$ cat config.mk
export PLATFORM = sky130hd
export DESIGN_NAME = rob_release_scheduler
export DESIGN_NICKNAME = d
export VERILOG_FILES = /design/src/rtl/rob_release_scheduler.sv
export SDC_FILE = /design/constraint.sdc
export NUM_CORES = 1
export LEC_CHECK = 0
export CORE_MARGIN = 10
export CORE_UTILIZATION = 39
export CTS_BUF_LIST = sky130_fd_sc_hd__clkbuf_2
export CTS_CLUSTER_SIZE = 14
export DETAILED_ROUTE_END_ITERATION = 10
export PLACE_DENSITY = 0.71
export REMOVE_ABC_BUFFERS = 1
export SYNTH_ARGS = -nofsm -noshare
export SYNTH_HDL_FRONTEND = slang
export SYNTH_SLANG_ARGS = --single-unit
export TNS_END_PERCENT = 100
$ cat constraint.sdc
create_clock -name clk -period 3 [get_ports clk]
set_clock_uncertainty 0.05 [all_clocks]
set_input_delay 0.45 -clock clk [delete_from_list [all_inputs] [get_ports clk]]
set_output_delay 0.45 -clock clk [all_outputs]
set_load 0.1 [all_outputs]
$ cat src/rtl/rob_release_scheduler.sv
// Reorder-buffer release scheduler: picks in-order stored responses per row.
// Define ROB_SCHED_RR_EN for round-robin row choice (default: fixed priority).
module rob_release_scheduler #(
  parameter int ID_WIDTH = 4,
  parameter int NUM_ROWS = 4,
  parameter int NUM_COLS = 4
) (
  input  logic                                  clk,
  input  logic                                  rst,
  input  logic                                  stored_valid,
  input  logic [ID_WIDTH-1:0]                   stored_uid,
  input  logic                                  direct_done,
  input  logic [ID_WIDTH-1:0]                   direct_uid,
  output logic                                  rel_req_valid,
  output logic [ID_WIDTH-1:0]                   rel_req_uid,
  input  logic                                  rel_req_ready,
  input  logic                                  rel_done,
  output logic                                  free_req,
  output logic [ID_WIDTH-1:0]                   free_uid,
  input  logic                                  free_ack,
  output logic [NUM_ROWS*$clog2(NUM_COLS)-1:0]  exp_col,
  output logic                                  busy,
  output logic                                  err
);
  localparam int ROW_W = $clog2(NUM_ROWS);
  localparam int COL_W = $clog2(NUM_COLS);
  localparam int UID_W = ROW_W + COL_W;

  typedef enum logic [1:0] {
    S_IDLE, S_REQ, S_DRAIN, S_FREE
  } state_e;

  state_e                         state_q;
  logic [NUM_ROWS-1:0][COL_W-1:0] ptr_q, ptr_d;
  logic [NUM_ROWS*NUM_COLS-1:0]   wait_q, wait_d;
  logic [ROW_W-1:0]               grow_q;
  logic [COL_W-1:0]               gcol_q;
  logic                           err_q, err_d;

  logic [UID_W-1:0] g_idx, s_idx;
  logic [ROW_W-1:0] s_row, d_row, pick_row;
  logic [COL_W-1:0] s_col, d_col;
  logic             s_hi_bad, rel_fire, in_xfer;
  logic [NUM_ROWS-1:0] hit;

  assign g_idx    = {grow_q, gcol_q};
  assign s_idx    = stored_uid[UID_W-1:0];
  assign s_row    = stored_uid[UID_W-1:COL_W];
  assign s_col    = stored_uid[COL_W-1:0];
  assign d_row    = direct_uid[UID_W-1:COL_W];
  assign d_col    = direct_uid[COL_W-1:0];
  assign s_hi_bad = (stored_uid >> UID_W) != '0;
  assign rel_fire = rel_done && (state_q == S_DRAIN);
  assign in_xfer  = (state_q == S_REQ) || (state_q == S_DRAIN);

  assign rel_req_valid = (state_q == S_REQ);
  assign rel_req_uid   = ID_WIDTH'(g_idx);
  assign free_req      = (state_q == S_FREE);
  assign free_uid      = ID_WIDTH'(g_idx);
  assign exp_col       = ptr_q;
  assign busy          = (state_q != S_IDLE);
  assign err           = err_q;

  // Next pointer/bitmap/error: release and forward updates land before the store check
  always_comb begin
    ptr_d  = ptr_q;
    wait_d = wait_q;
    err_d  = err_q;
    if (rel_done && !rel_fire) err_d = 1'b1;
    if (rel_fire) begin
      wait_d[g_idx]  = 1'b0;
      ptr_d[grow_q]  = ptr_d[grow_q] + 1'b1;
    end
    if (direct_done) begin
      if (d_col != ptr_q[d_row]) err_d = 1'b1;
      if (in_xfer && (d_row == grow_q)) err_d = 1'b1;
      ptr_d[d_row] = ptr_d[d_row] + 1'b1;
    end
    if (stored_valid) begin
      if (s_hi_bad || (rel_fire && (s_idx == g_idx)) ||
          wait_d[s_idx] || (s_col == ptr_d[s_row]))
        err_d = 1'b1;
      else
        wait_d[s_idx] = 1'b1;
    end
  end

  // Per-row head hit and row selection
`ifdef ROB_SCHED_RR_EN
  logic [ROW_W-1:0] last_q, cand;
  always_comb begin
    hit      = '0;
    pick_row = '0;
    cand     = '0;
    for (int r = 0; r < NUM_ROWS; r++)
      hit[r] = wait_q[{ROW_W'(r), ptr_q[r]}];
    for (int i = NUM_ROWS - 1; i >= 0; i--) begin
      cand = last_q + ROW_W'(i + 1);
      if (hit[cand]) pick_row = cand;
    end
  end
`else
  always_comb begin
    hit      = '0;
    pick_row = '0;
    for (int r = 0; r < NUM_ROWS; r++)
      hit[r] = wait_q[{ROW_W'(r), ptr_q[r]}];
    for (int i = NUM_ROWS - 1; i >= 0; i--)
      if (hit[i]) pick_row = ROW_W'(i);
  end
`endif

  // Pointer, waiting bitmap and sticky error registers
  always_ff @(posedge clk or negedge rst) begin
    if (!rst) begin
      ptr_q  <= '0;
      wait_q <= '0;
      err_q  <= 1'b0;
    end else begin
      ptr_q  <= ptr_d;
      wait_q <= wait_d;
      err_q  <= err_d;
    end
  end

  // Release FSM: grant, request handshake, drain, free handshake
  always_ff @(posedge clk or negedge rst) begin
    if (!rst) begin
      state_q <= S_IDLE;
      grow_q  <= '0;
      gcol_q  <= '0;
`ifdef ROB_SCHED_RR_EN
      last_q  <= ROW_W'(NUM_ROWS - 1);
`endif
    end else begin
      unique case (state_q)
        S_IDLE: if (|hit) begin
          grow_q  <= pick_row;
          gcol_q  <= ptr_q[pick_row];
`ifdef ROB_SCHED_RR_EN
          last_q  <= pick_row;
`endif
          state_q <= S_REQ;
        end
        S_REQ:   if (rel_req_ready) state_q <= S_DRAIN;
        S_DRAIN: if (rel_done)      state_q <= S_FREE;
        S_FREE:  if (free_ack)      state_q <= S_IDLE;
        default: state_q <= S_IDLE;
      endcase
    end
  end
endmodule

### Gate-type map

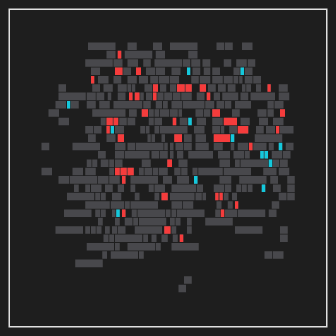
Key: inverters = cyan [cells 13, most used inv_1]; NAND gates = red [cells 40, most used nand2_1]

### Clock nets

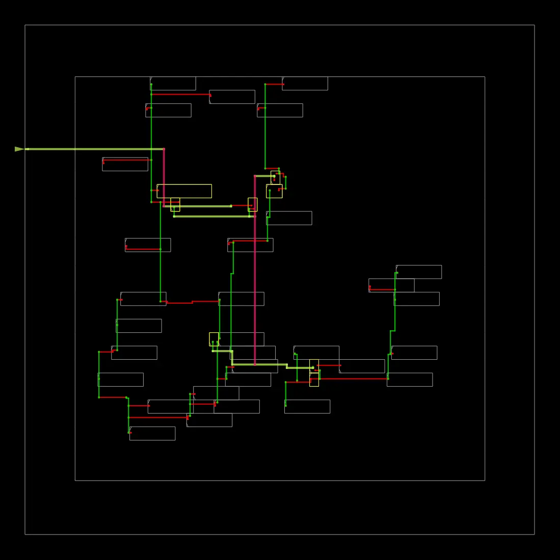
registers: 31
CTS sink cnt: 31

==> results.yml <==
# synthesis and place-and-route metrics
final_timing:
  worst_slew_pin_slew_ns: 0.4653
  period_minus_slack_ns: 2.814
  fin_tns_setup_ns: 0
  slew_headroom: 0.6889
  period_used_share: 0.9382
  hold_viol: 0
  hold_ws_ns: 0.3600
  finalSetupViolations: 0
setup_path:
  endpoint: "wait_q[2]$_DFF_PN0_"
  r2r_setup_slack_ns: 0.19
  crit_type: "flip-flop to flip-flop"
  rr_endpoint: "wait_q[2]$_DFF_PN0_"
  worst_r2r_path_depth: 10
  r2r-start: "state_q[0]$_DFFE_PN0P_"
  cp-end-kind: "flip-flop"
  critical_path_buf_inv_count: 1
placed_design:
  dp_slack_ns: -0.1150
  port_buffers: 34
  gp_congestion: 0.9249
  placed_cells: 429
route:
  routed_wl_mm: 7.920
  vias: 2558
  vias_per_cell: 5.854
  wl_per_cell_um: 18.12
  drt_pass1_iterations: 4
finish:
  area_dominant_class: "multi-input combinational cells"
  final_cell_mix: "buf_4 (60), dfrtp_1 (31), o21ai_0 (24)"
  n_all_inverters: 13
  utilization: 0.4900
  n_all_buffers: 74
  layout.cells.non_filler: 437
  fin_area_sq_mm: 0.003311
  diodes: 0
  area_delta_synth_final_pct: 23.41
global_route:
  antenna_found_initial: 0
  grt_max_degree: 32
  grt_first_pass_wirelength_mm: 13.01
hold_path:
  hp-class: "primary input to asynchronous set/reset pin"
clocking:
  htreeDepth: 2
  clkTransAtPathRegs_ns: 0.21
  numCtsBuffers: 5
  cts_tree: "done"
  clockRootBuffer: "clkbuf_2"
die:
  io_pins: 35
  die_w_um: 102.9
  dieArea_sq_mm: 0.01060
  nWellTaps: 80
  core_sq_mm: 0.006756
logic_synthesis:
  ys_ff: 31
  yosys_area_sq_mm: 0.002683
  top_cells_by_count: "dfrtp_1 (31), o21ai_0 (24), nor2_1 (18), nand2_1 (17), o21ai_1 (17)"
  ys_cells: 301
  synthArstFlopShare: 1.000
  synth_top_area_share: 0.2892
  top_cell: "dfrtp_1"
  netlist_area_sq_mm: 0.002683
run_status:
  outcome: "complete, no violations"
### Sequential cells grouped by signal name

Other sequential cells in the stronger gray, the rest of the logic in the fainter gray.
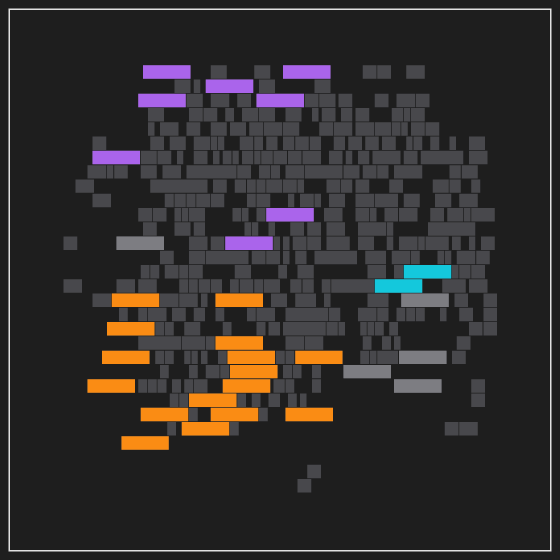
Key: `state_q` = cyan [placed flops 2]; `exp_col` = purple [placed flops 8, where top center]; `wait_q` = orange [placed flops 16]
Another 5 sequential cells are not colored.

flip-flops by register name, indices dropped and copies added (netlist names):
signal,cells
err,1
state_q,2
grow_q,2
gcol_q,2
exp_col,8
wait_q,16
metal layers:
metal | vias to the layer above | routed length, um | track usage
met3 | 18 | 643 | 0.03820
met4 | 0 | 166 | 0.04706
li1 | 1201 | - | -
met2 | 102 | 3584 | 0.2457
met5 | - | 0 | 0
met1 | 1237 | 3526 | 0.2030
cells by family after synthesis:
kind of cell	after synthesis	share of synthesized area
xor+xnor	24	0.07836
buf+inv	39	0.07183
simple gates	87	0.1847
compound gates	89	0.2202
fa+ha+maj	4	0.01866
mux	27	0.1371
flops	31	0.2892
timing repair:
action                     in CTS  in global routing
resized                         0                  2
setup endpoints to repair       0                 17
hold endpoints to repair        0                  0
